**src/rtl/otp_pkg.sv**
```systemverilog
// otp_pkg: shared definitions for the OTP array sequencers.
//  - Drive-level encodings for plate lines (PL), bit lines (BL),
//    NMOS/PMOS word lines (WLN/WLP) and the read/program path select (PRG).
//  - State encoding of the read sequencer.
// Shared between the read sequencer and the program FSM, so both agree on
// what each level code means at the array-level mux.
package otp_pkg;

  // Bit-line levels
  localparam logic       BL_V_GND    = 1'b0;
  localparam logic       BL_V_MID    = 1'b1;

  // Plate-line levels, 2 bits per column
  localparam logic [1:0] PL_V_GND    = 2'b00;
  localparam logic [1:0] PL_V_MID    = 2'b01;
  localparam logic [1:0] PL_V_READ   = 2'b10;
  localparam logic [1:0] PL_V_HIGH   = 2'b11;

  // NMOS word line: 0 selects the row
  localparam logic       WLN_V_MID   = 1'b0;
  localparam logic       WLN_V_GND   = 1'b1;

  // PMOS word line: the read path never drives V_HIGH
  localparam logic       WLP_V_HIGH  = 1'b0;
  localparam logic       WLP_V_MID   = 1'b1;

  // Path select
  localparam logic       PRG_READING = 1'b0;
  localparam logic       PRG_WRITING = 1'b1;

  typedef enum logic [3:0] {
    RD_IDLE,
    RD_PREP_PL,
    RD_PREP_PRG,
    RD_ROW_SEL,
    RD_ROW_SETTLE,
    RD_ROW_SAMPLE,
    RD_ROW_DESEL,
    RD_POWER_DN,
    RD_DONE
  } rd_state_t;

endpackage

```
**src/rtl/otp_settle_timer.sv**
```systemverilog
// otp_settle_timer: down-counter used to hold a state for a fixed number
// of cycles while array voltages settle. Shared by read and program FSMs.
// Ports:
//  clk, reset  clock, synchronous active-high reset (counter -> 0)
//  load        load load_val (takes priority over count)
//  load_val    value to load
//  count       decrement by one, saturating at 0
//  done        counter is 0
module otp_settle_timer #(
  parameter int W = 2
) (
  input  logic         clk,
  input  logic         reset,
  input  logic         load,
  input  logic [W-1:0] load_val,
  input  logic         count,
  output logic         done
);

  logic [W-1:0] cnt;

  always_ff @(posedge clk) begin
    if (reset)                  cnt <= '0;
    else if (load)              cnt <= load_val;
    else if (count && cnt != 0) cnt <= cnt - 1'b1;
  end

  assign done = (cnt == '0);

endmodule

```
**src/rtl/otp_read_sequencer.sv**
```systemverilog
// otp_read_sequencer: reads one A-bit column of the OTP array.
// Biases the selected plate line for read, walks the word lines one row at
// a time, waits for the sense amp to settle, samples sense_in, and returns
// the word on data_out with a one-cycle data_valid pulse.
// Ports:
//  clk, reset   clock, synchronous active-high reset
//  start        read request (accepted only in IDLE with column < B)
//  column       column to read, latched on accepted start
//  sense_in     sense-amp output for the selected cell (1 = programmed)
//  PL/BL/WLN/WLP/PRG  array drive, muxed with the program FSM by read_active
//  read_active  sequencer owns the array
//  busy         not in IDLE
//  data_out     last read word, bit r = row r
//  data_valid   one-cycle pulse when data_out updates
//  read_error   double-sample disagreement (sticky until next start)
// Build option: define READ_DOUBLE_SAMPLE_EN to take two samples per row
// with up to two re-settle retries on disagreement; otherwise read_error
// is tied 0.
// All outputs are flops decoded from the next state, so an output belongs
// to the state it is visible in (e.g. data_valid is high during DONE).
module otp_read_sequencer
  import otp_pkg::*;
#(
  parameter int A             = 2,
  parameter int B             = 2,
  parameter int ADDR_WIDTH    = $clog2(B),
  parameter int SETTLE_CYCLES = 2
) (
  input  logic                  clk,
  input  logic                  reset,
  input  logic                  start,
  input  logic [ADDR_WIDTH-1:0] column,
  input  logic                  sense_in,
  output logic [2*B-1:0]        PL,
  output logic [B-1:0]          BL,
  output logic [A-1:0]          WLN,
  output logic [A-1:0]          WLP,
  output logic                  PRG,
  output logic                  read_active,
  output logic                  busy,
  output logic [A-1:0]          data_out,
  output logic                  data_valid,
  output logic                  read_error
);

  // One extra bit so row never wraps for power-of-two A
  localparam int RW = $clog2(A) + 1;
  localparam int TW = (SETTLE_CYCLES > 1) ? $clog2(SETTLE_CYCLES) : 1;

  rd_state_t             state, state_next;
  logic [ADDR_WIDTH-1:0] col_q, col_sel;
  logic [RW-1:0]         row, row_next;
  logic [A-1:0]          word, word_next;
  logic                  tmr_load, tmr_count, tmr_done;
  logic [2*B-1:0]        pl_next;
  logic [A-1:0]          wln_next;
  logic                  own_next;
  logic                  accept;

`ifdef READ_DOUBLE_SAMPLE_EN
  logic       phase, phase_next;    // 0: first sample, 1: compare sample
  logic       first_s, first_next;
  logic [1:0] retry, retry_next;
  logic       err_set;
`endif

  otp_settle_timer #(.W(TW)) u_settle (
    .clk      (clk),
    .reset    (reset),
    .load     (tmr_load),
    .load_val (TW'(SETTLE_CYCLES - 1)),
    .count    (tmr_count),
    .done     (tmr_done)
  );

  assign accept  = (state == RD_IDLE) && start && (32'(column) < B);
  // The column input is only looked at in IDLE; afterwards the latch rules
  assign col_sel = (state == RD_IDLE) ? column : col_q;

  always_comb begin
    state_next = state;
    row_next   = row;
    word_next  = word;
    tmr_load   = 1'b0;
    tmr_count  = 1'b0;
`ifdef READ_DOUBLE_SAMPLE_EN
    phase_next = phase;
    first_next = first_s;
    retry_next = retry;
    err_set    = 1'b0;
`endif
    case (state)
      RD_IDLE: begin
        if (accept) begin
          state_next = RD_PREP_PL;
          word_next  = '0;
        end
      end
      RD_PREP_PL:  state_next = RD_PREP_PRG;
      RD_PREP_PRG: begin
        state_next = RD_ROW_SEL;
        row_next   = '0;
      end
      RD_ROW_SEL: begin
        tmr_load   = 1'b1;
        state_next = RD_ROW_SETTLE;
`ifdef READ_DOUBLE_SAMPLE_EN
        phase_next = 1'b0;
        retry_next = '0;
`endif
      end
      RD_ROW_SETTLE: begin
        if (tmr_done) state_next = RD_ROW_SAMPLE;
        else          tmr_count  = 1'b1;
      end
      RD_ROW_SAMPLE: begin
`ifdef READ_DOUBLE_SAMPLE_EN
        if (!phase) begin
          first_next = sense_in;
          phase_next = 1'b1;
        end else begin
          phase_next = 1'b0;
          if (sense_in == first_s || retry == 2'd2) begin
            for (int r = 0; r < A; r++)
              if (row == RW'(r)) word_next[r] = sense_in;
            err_set    = (sense_in != first_s);
            state_next = RD_ROW_DESEL;
          end else begin
            // Disagreement: give the cell a full settle window again
            retry_next = retry + 2'd1;
            tmr_load   = 1'b1;
            state_next = RD_ROW_SETTLE;
          end
        end
`else
        for (int r = 0; r < A; r++)
          if (row == RW'(r)) word_next[r] = sense_in;
        state_next = RD_ROW_DESEL;
`endif
      end
      RD_ROW_DESEL: begin
        if (row == RW'(A - 1)) begin
          state_next = RD_POWER_DN;
        end else begin
          row_next   = row + 1'b1;
          state_next = RD_ROW_SEL;
        end
      end
      RD_POWER_DN: state_next = RD_DONE;
      RD_DONE:     state_next = RD_IDLE;
      default:     state_next = RD_IDLE;
    endcase
  end

  // Drive levels for the state being entered
  always_comb begin
    own_next = state_next inside {RD_PREP_PL, RD_PREP_PRG, RD_ROW_SEL,
                                  RD_ROW_SETTLE, RD_ROW_SAMPLE, RD_ROW_DESEL};
    pl_next  = '0;
    wln_next = {A{WLN_V_GND}};
    if (own_next) begin
      for (int c = 0; c < B; c++)
        pl_next[2*c +: 2] = (32'(col_sel) == c) ? PL_V_READ : PL_V_GND;
    end
    // Word line stays selected through settle and sample; one row at most
    if (state_next inside {RD_ROW_SEL, RD_ROW_SETTLE, RD_ROW_SAMPLE}) begin
      for (int r = 0; r < A; r++)
        if (row_next == RW'(r)) wln_next[r] = WLN_V_MID;
    end
  end

  always_ff @(posedge clk) begin
    if (reset) begin
      state       <= RD_IDLE;
      col_q       <= '0;
      row         <= '0;
      word        <= '0;
      PL          <= {B{PL_V_GND}};
      BL          <= {B{BL_V_GND}};
      WLN         <= {A{WLN_V_GND}};
      WLP         <= {A{WLP_V_MID}};
      PRG         <= PRG_READING;
      read_active <= 1'b0;
      busy        <= 1'b0;
      data_out    <= '0;
      data_valid  <= 1'b0;
    end else begin
      state       <= state_next;
      row         <= row_next;
      word        <= word_next;
      if (accept) col_q <= column;
      PL          <= pl_next;
      BL          <= {B{BL_V_GND}};
      WLN         <= wln_next;
      WLP         <= {A{WLP_V_MID}};
      PRG         <= PRG_READING;
      read_active <= own_next;
      busy        <= (state_next != RD_IDLE);
      data_valid  <= (state_next == RD_DONE);
      if (state_next == RD_DONE) data_out <= word_next;
    end
  end

`ifdef READ_DOUBLE_SAMPLE_EN
  always_ff @(posedge clk) begin
    if (reset) begin
      phase      <= 1'b0;
      first_s    <= 1'b0;
      retry      <= '0;
      read_error <= 1'b0;
    end else begin
      phase   <= phase_next;
      first_s <= first_next;
      retry   <= retry_next;
      if (accept)       read_error <= 1'b0;
      else if (err_set) read_error <= 1'b1;
    end
  end
`else
  assign read_error = 1'b0;
`endif

endmodule
```
**config.mk**
```make
export PLATFORM = sky130hd
export DESIGN_NAME = otp_read_sequencer
export DESIGN_NICKNAME = d
export VERILOG_FILES = /design/src/rtl/otp_pkg.sv /design/src/rtl/otp_settle_timer.sv /design/src/rtl/otp_read_sequencer.sv
export SDC_FILE = /design/constraint.sdc
export NUM_CORES = 1
export LEC_CHECK = 0
export CELL_PAD_IN_SITES_DETAIL_PLACEMENT = 2
export CELL_PAD_IN_SITES_GLOBAL_PLACEMENT = 2
export CORE_MARGIN = 3
export CORE_UTILIZATION = 28
export DETAILED_ROUTE_END_ITERATION = 10
export PLACE_DENSITY_LB_ADDON = 0.1
export SLEW_MARGIN = 20
export SYNTH_ARGS = -nofsm -noshare
export SYNTH_HDL_FRONTEND = slang
export SYNTH_SLANG_ARGS = --single-unit
```
**constraint.sdc**
```tcl
create_clock -name clk -period 1.65 [get_ports clk]
set_input_delay 0.2475 -clock clk [delete_from_list [all_inputs] [get_ports clk]]
set_output_delay 0.2475 -clock clk [all_outputs]
set_load 0.05 [all_outputs]
```
### Sequential cells coloured by netlist name, run 1

Bar = 20 um.
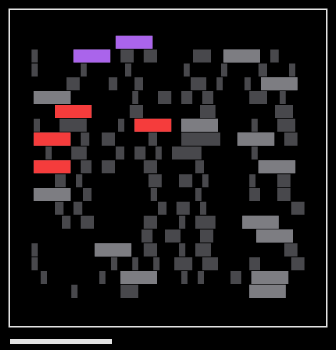
data_out: drawn in purple, flops 2. state: drawn in red, flops 4, where middle left.

### Signal wires on met1, run 1

Bar = 20 um.
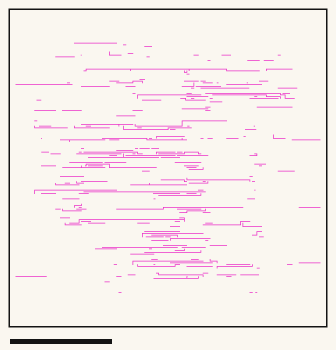
The longest straight run is 27.6 um. 101 nets have wire on it. The layer holds 46% of the routed length. The layer carries 904 um of wire.

### The clock network, run 1

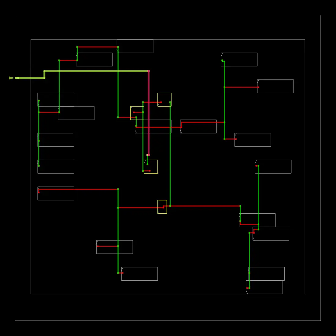
Sink Count: 19
final clock skew: 0.006497 ns
clkbuf count: 3

## run 1: area by class of cell
| class | instances | share of cell area |
|---|---|---|
| clock buffers | 3 | 0.02209 |
| clock inverters | 1 | 0.004908 |
| inverters | 5 | 0.01840 |
| multi-input cells | 68 | 0.3951 |
| flip-flops and latches | 19 | 0.3730 |
| well taps | 42 | 0.05153 |
| repair buffers | 17 | 0.1350 |
## run 1: layer usage
metal / vias up / global-route usage / wire, um
met4: 0 / 0.04545 / 17
met1: 351 / 0.1485 / 904
li1: 351 / - / -
met2: 15 / 0.1967 / 969
met5: - / 0 / 0
met3: 2 / 0.02479 / 89
## run 1: flip-flops by register name (all words and copies together), names as in the netlist, 2 cells and up
name      flops
row           2
data_out      2
state         4
WLN           2
PL            2
word          2
## run 1: cells by family after synthesis
| kind of cell | after synthesis | share of synthesized area |
|---|---|---|
| AND-OR/OR-AND | 21 | 0.1591 |
| XOR/XNOR | 1 | 0.009945 |
| buffers and inverters | 18 | 0.1364 |
| other | 2 | 0.008526 |
| AND/OR/NAND/NOR | 37 | 0.2429 |
| flip-flops | 19 | 0.4318 |
| multiplexers | 1 | 0.01136 |
## run 1: report_power, final
group	total [mW]	switching (mW)	internal, mW
combinational	0.222	0.147	0.0755
clock	0.243	0.153	0.0902
sequential	0.512	0.0292	0.483
total	0.978	0.329	0.649
## run 1: cells in the final DEF (no fill, tap or decap), types with 2 or more instances in the layout
master           count
dfxtp_1             19
a41oi_1              2
clkbuf_4             3
clkdlybuf4s50_1      4
nor2_1              17
nand2b_1             3
conb_1               8
a31oi_1              2
a21oi_1              7
nor4_1               2
inv_1                5
a221oi_1             2
buf_4               13
nand2_1              5
o21ai_0              3
==> out/summary.txt, run 1 <==
CP arrival -> 1.62 ns
Crit-path leading delay family -> flip-flops
Num CTS Buffers -> 3
CP Cell Sequence -> nor2_1, a21boi_0, a41oi_1, or2_1
RSZ-0062 raised after global routing -> false
Warning total across the stage logs -> 26
Worst Hold Class -> flop to flop
Reg2Reg Capture Point -> WLN[1]
Final setup viols -> 0
Htree depth -> 1
Vias per cell -> 4.639
Placed cell area -> 992.2 um2
Number of synthesis warnings -> 0
Post-synth top cells -> dfxtp_1, nor2_1, buf_4, a21oi_1
Mapped Cells -> 99
GRT Util Overall -> 0.1182
Initial DRC Count -> 20
Initial Utilization -> 0.3062
Sequential standard cell area -> 380.4 um2
Die Span Y -> 62.09 um
CP Capture Point -> WLN[1]
Worst Setup SP -> state[0]
Cts hold-fix bufs -> 0
Critical path startpoint category -> flop
I/O pin cnt -> 22
Resize count post-CTS -> 0
Top-area cell share -> 0.4318
Core area -> 0.002877 mm2
Layout cells sized above 1 -> 0.1858
FF-to-FF Start -> state[0]
Slew headroom -> 0.6503
Post-CTS repair timing setup buffer count -> 0
Hpwl dp -> 1500 um
First-pass GRT wire length -> 3305 um
Hold path start -> col_q
Gr ovfl total -> 0
Row cnt -> 19
Area Overhead vs Synth -> 15.77%
Tightest Pin Transition -> 0.5238 ns
DIE AREA -> 0.003855 mm2
Cell with the most instances after synthesis -> dfxtp_1
Setup TNS -> 0 ns
Root Buffer -> clkbuf_4
Critical path peak fanout -> 10
Cell Type Count -> 32
Synth async-reset ratio -> 0
Remaining DRCs -> 0
Ys cells -> 99
Final Instance Area -> 0.001020 mm2
Antenna violations before repair -> 0
Power, Total -> 0.9777 mW
Input/output buffers -> 13
Run status -> complete, no violations
Layout Cells excl Fill -> 155
Max Clock Freq -> 708.1 MHz
Flop-to-flop setup slack -> 0.24 ns
# fillers -> 336
Vias -> 719
CTS tree -> built
Post-synth area from yosys stat -> 880.8 um2
Top cell type by total area after synthesis -> dfxtp_1
Power density cells -> 958.7 mW/mm2
Largest stage delay on the critical path -> 0.59 ns
Worst Setup End Kind -> flop
R2R cell count -> 4
Total of flip-flops plus latches after synthesis -> 19
Part of the cycle the worst path needs -> 0.8560
Place WS -> 0.2373 ns
Hold slack -> 0.4739 ns
Top cells by area -> dfxtp_1, buf_4, nor2_1
Worst path bufs/invs -> 0
Antenna diode count -> 0
Synth Flop Type -> dfxtp_1
TritonRoute pass-1 iters -> 2
Worst Hold End -> col_q
Hold Path Stages -> 2
RePlAce Congestion -> 0.7500
Die width -> 62.09 um
Synth Seq Share -> 0.4318
Pin count of the biggest net entering global routing -> 14
Fin. max-slew vios -> 0
Maximum Capacitance Violations -> 0
Nets@finish -> 119
Final core occ -> 0.3545
Clk_lat worst skew -> 0.30 ns
Detail Route Antenna Nets -> 0
Pleak -> 0.4227 nW
## Run 2: what changed since run 1
ABC_CLOCK_PERIOD_IN_PS = 1650   (was unset)
PLACE_DENSITY = 0.86   (was unset)
PLACE_DENSITY_LB_ADDON = unset   (was 0.1)
### Routed metal per tile, run 2

Bar = 20 um. The die is cut into 12 by 12 equal tiles; dark blue is low, red is high, scaled to the fullest tile. Values are wire area over tile area, all layers added.
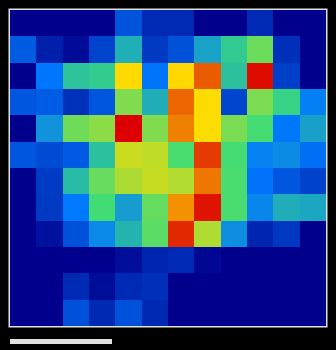
28% of the tiles are nearly empty. The densest ninth of the die: centre. The fullest tile reaches 0.30. The emptiest ninth of the die: lower right. The mean over all tiles is 0.082.

### The clock network, run 2

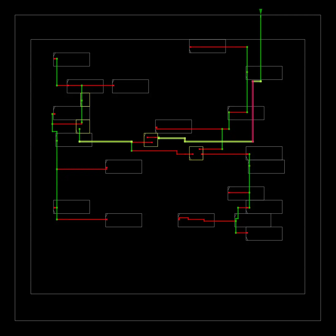
flop count: 19
clk pwr: 0.235 mW

==> out/summary.txt, run 2 <==
Initial DRC Count -> 20 (unchanged)
GRT Util Overall -> 0.1225 (was 0.1182)
Post-synth area from yosys stat -> 880.8 um2 (unchanged)
Sink Count -> 19 (unchanged)
Cell with the most instances after synthesis -> dfxtp_1 (unchanged)
Antenna diode count -> 0 (unchanged)
Gr ovfl total -> 0 (unchanged)
Maximum Capacitance Violations -> 0 (unchanged)
Slew headroom -> 0.6544 (was 0.6503)
Antenna violations before repair -> 0 (unchanged)
Most frequent cells in the layout -> dfxtp_1, nor2_1, buf_4 (unchanged)
Worst Setup SP -> state[0] (unchanged)
Critical path startpoint category -> flop (unchanged)
Post-CTS repair timing setup buffer count -> 0 (unchanged)
Fin. max-slew vios -> 0 (unchanged)
Part of the cycle the worst path needs -> 0.8906 (was 0.8560)
Critical path peak fanout -> 12 (was 10)
Vias -> 705 (was 719)
Flop-to-flop setup slack -> 0.18 ns (was 0.24 ns)
Detail Route Antenna Nets -> 0 (unchanged)
Run status -> complete, no violations (unchanged)
Final clock skew -> 0.01226 ns (was 0.006497 ns)
Warning total across the stage logs -> 26 (unchanged)
DIE AREA -> 0.003855 mm2 (unchanged)
Worst Hold Class -> flop to flop (unchanged)
Routing usage on met1 -> 0.1525 (was 0.1485)
R2R cell count -> 4 (unchanged)
CP arrival -> 1.68 ns (was 1.62 ns)
RSZ-0062 raised after global routing -> false (unchanged)
Synth async-reset ratio -> 0 (unchanged)
Initial Utilization -> 0.3062 (unchanged)
Number of synthesis warnings -> 0 (unchanged)
Mapped Cells -> 99 (unchanged)
Resize count post-CTS -> 0 (unchanged)
CP Capture Point -> WLN[1] (unchanged)
### Signal wires on met1, run 2

Bar = 20 um.
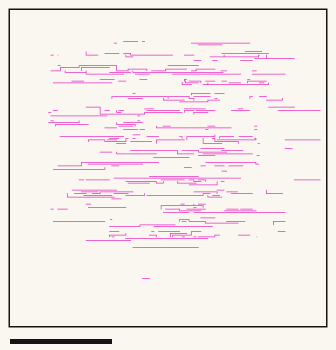
The longest straight run is 24.8 um. The layer carries 967 um of wire.

run 2: kinds of logic after synthesis:
group	count (synthesis)	synth area share
and+or+nand+nor	37	0.2429
DFF	19	0.4318
AOI/OAI and AO/OA	21	0.1591
xor gates and xnor gates	1	0.009945
other	2	0.008526
muxes	1	0.01136
buffers and inverters	18	0.1364
run 2: cell type report:
cell class,count,area [um2],area share
sequential,19,380.4,0.3786
timing repair buffer,15,122.6,0.1220
multi-input combinational,68,402.9,0.4010
clock inverter,1,5.005,0.004981
tap,42,52.55,0.05230
clock buffer,3,22.52,0.02242
inverter,5,18.77,0.01868
run 2: where the power goes:
group	leakage [nW]	switching, mW	total, mW	internal, mW
Clock	0.0177	0.145	0.235	0.0903
Sequential	0.155	0.0346	0.518	0.483
Combinational	0.240	0.143	0.211	0.0686
Total	0.412	0.322	0.964	0.642
run 2: worst min path at each step:
stage,from,end,slack [ns],depth (start not counted)
2_1_floorplan,reset,state[0],0.32,1
3_3_place_gp,col_q,col_q,0.46,2
3_5_place_dp,col_q,col_q,0.47,2
4_1_cts,col_q,col_q,0.48,2
5_1_grt,col_q,col_q,0.52,2
6_report,col_q,col_q,0.48,2
run 2: through the flow:
step	util	power [mW]	setup slack, ns	instance area [um2]	hold slack, ns
floorplan	-	0.7024	0.4883	903.4	0.3246
global placement	0.3397	0.7321	0.2406	977.2	0.4553
detailed placement	0.3397	0.7410	0.1933	977.2	0.4651
CTS	0.3493	0.9833	0.1676	1005	0.4823
global route	0.3493	1.019	0.04375	1005	0.5190
finish	0.3493	0.9641	0.1805	1005	0.4797
run 2: worst max-delay path: stages, from the launching register on:
cell      delay [ns]
dfxtp_1         0.64
nor2_1          0.18
a21boi_0        0.21
a41oi_1         0.09
or2_1           0.27
## Run 3: what changed since run 2
ABC_AREA = 1   (was unset)
CORE_UTILIZATION = 26   (was 28)
PLACE_DENSITY = 0.85   (was 0.86)
SKIP_CTS_REPAIR_TIMING = 1   (was unset)
### Sequential cells coloured by netlist name, run 3

Bar = 20 um.
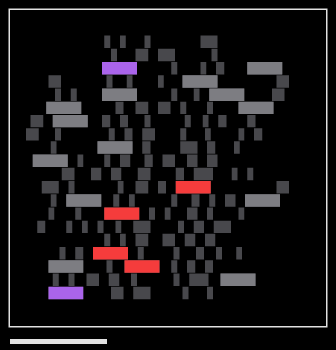
data_out: drawn in purple, flops 2. state: drawn in red, flops 4.

### The clock network, run 3

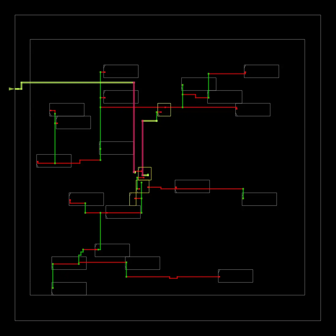
clk_lat worst skew: 0.30 ns
final clock skew: 0.005489 ns
Num CTS Buffers: 3
clk pwr: 0.243 mW
clkbuf count: 4

==> out/summary.txt, run 3 <==
Warning total across the stage logs -> 26 (unchanged)
TritonRoute pass-1 iters -> 4 (was 2)
Met1 WL -> 1026 um (was 966 um)
Synth Seq Share -> 0.4199 (was 0.4318)
Most flops, register -> state (unchanged)
Adder Area Share -> 0 (unchanged)
FF-to-FF Start -> state[3] (was state[0])
DR WL met3 -> 84 um (was 83 um)
Row cnt -> 20 (was 19)
Combinational gate area -> 399.1 um2 (was 402.9 um2)
Reg2Reg Capture Point -> data_out[0] (was WLN[1])
Dominant logic cell type in the layout -> dfxtp_1 (unchanged)
Antenna violations before repair -> 0 (unchanged)
Total of flip-flops plus latches after synthesis -> 19 (unchanged)
Setup TNS -> 0 ns (unchanged)
Routing usage on met1 -> 0.1593 (was 0.1525)
Max Clock Freq -> 704.6 MHz (was 680.5 MHz)
Final setup viols -> 0 (unchanged)
Hpwl dp -> 1907 um (was 1498 um)
CP arrival -> 1.62 ns (was 1.68 ns)
Flop-to-flop setup slack -> 0.23 ns (was 0.18 ns)
Remaining DRCs -> 0 (unchanged)
Hold slack -> 0.4822 ns (was 0.4797 ns)
Antenna diode count -> 0 (unchanged)
Worst Setup End Kind -> flop (unchanged)
Most used routing layer -> met2 (unchanged)
Area Overhead vs Synth -> 17.40% (was 14.06%)
Part of the cycle the worst path needs -> 0.8602 (was 0.8906)
R2R cell count -> 8 (was 4)
CTS tree -> built (unchanged)
Max reg flops -> 4 (unchanged)
DR top layer -> met4 (unchanged)
Run status -> complete, no violations (unchanged)
Worst Hold Class -> flop to flop (unchanged)
GRT Util Overall -> 0.1247 (was 0.1225)
Worst Hold End -> col_q (unchanged)
Root Buffer -> clkbuf_4 (unchanged)
Vias -> 799 (was 705)
Sequential standard cell area -> 380.4 um2 (unchanged)
Post-synth area from yosys stat -> 905.9 um2 (was 880.8 um2)
Hold path start -> col_q (unchanged)
Pleak -> 0.5050 nW (was 0.4123 nW)
Initial DRC Count -> 11 (was 20)
Cell Type Count -> 19 (was 32)
Synth Flop Type -> dfxtp_1 (unchanged)
Mux share -> 0 (was 0.01136)
Maximum Capacitance Violations -> 0 (unchanged)
Synth Area in Compound Gates -> 0.09116 (was 0.1591)
M3 GR Usage -> 0.02426 (was 0.04959)
Met2 usage -> 0.2107 (was 0.1982)
Fin. max-slew vios -> 0 (unchanged)
Critical path startpoint category -> flop (unchanged)
Die Span Y -> 65.03 um (was 62.09 um)
Power density cells -> 968.6 mW/mm2 (was 959.6 mW/mm2)
Pin count of the biggest net entering global routing -> 11 (was 14)
Synth async-reset ratio -> 0 (unchanged)
I/O pin cnt -> 22 (unchanged)
Sink Count -> 19 (unchanged)
Critical path peak fanout -> 4 (was 12)
Cell with the most instances after synthesis -> dfxtp_1 (unchanged)
Placed cell area -> 0.001035 mm2 (was 977.2 um2)
Final Instance Area -> 0.001064 mm2 (was 0.001005 mm2)
First-pass GRT wire length -> 4008 um (was 3360 um)
Top cell type by total area after synthesis -> dfxtp_1 (unchanged)
XOR Share, Synth -> 0 (was 0.009943)
Largest family of logic cells by area -> simple AND/OR/NAND/NOR gates (unchanged)
RSZ-0062 raised after global routing -> false (unchanged)
Most frequent cells in the layout -> dfxtp_1, inv_1, nor2_1 (was dfxtp_1, nor2_1, buf_4)
Detail Route Antenna Nets -> 0 (unchanged)
Post-synth top cells -> dfxtp_1, nor2_1, inv_1, nand2_1, nand3_1 (was dfxtp_1, nor2_1, buf_4, a21oi_1)
### Routed metal per tile, run 3

Bar = 20 um. The die is cut into 13 by 13 equal tiles; dark blue is low, red is high, scaled to the fullest tile. Values are wire area over tile area, all layers added.
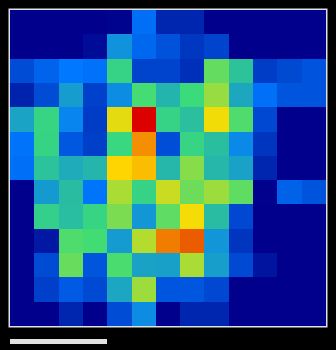
29% of the tiles are nearly empty. The fullest tile reaches 0.35. 17% of the tiles are over half the peak. The emptiest ninth of the die: lower right. The mean over all tiles is 0.085.

## run 3: cell families (layout without fill, tap and decap cells)
family                 after synthesis  in the layout
other                                2              8
AND-OR/OR-AND                       14             14
buffers and inverters               32             41
flip-flops                          19             19
AND/OR/NAND/NOR                     57             57
## run 3: worst max-delay path by stage
stage | slack [ns] | to | startpoint
floorplan | 0.51 | PL[3] | state[1]
global placement | 0.23 | PL[3] | start
detailed placement | 0.16 | data_out[0] | state[3]
CTS | 0.11 | data_out[0] | state[3]
global route | 0.07 | data_out[0] | state[3]
finish | 0.23 | data_out[0] | state[3]
## run 3: cell type report
type,instances,area share
Sequential cell,19,0.3576
Clock buffer,4,0.02471
Tap cell,44,0.05176
Inverter,23,0.08235
Multi-Input combinational cell,79,0.3753
Timing Repair Buffer,14,0.1082
## run 3: through the flow
| step | setup WS [ns] | power [mW] | instances | utilization |
|---|---|---|---|---|
| after detailed placement | 0.1623 | 0.7990 | 179 | 0.3256 |
| after CTS | 0.1084 | 1.040 | 183 | 0.3339 |
| after global routing | 0.06613 | 1.099 | 183 | 0.3346 |
| final | 0.2307 | 1.030 | 183 | 0.3346 |
| after global placement | 0.2326 | 0.7883 | 179 | 0.3256 |
| after floorplan | 0.5071 | 0.7355 | 130 | - |
## run 3: critical path, stage by stage, from the launching register on
cell     delay (ns)
dfxtp_1        0.37
nor2_2         0.21
nand2_1        0.17
inv_2          0.11
nand2_2        0.09
nand3_1        0.09
nand3_1        0.13
nor2_1         0.12
nor2_1         0.05
## run 3: report_power, final
part	switching, mW	total (mW)	internal, mW
Clock	0.149	0.243	0.0941
Sequential	0.0168	0.504	0.487
Combinational	0.210	0.282	0.0725
No activity file was given, so power comes from the tool's default toggle rates.
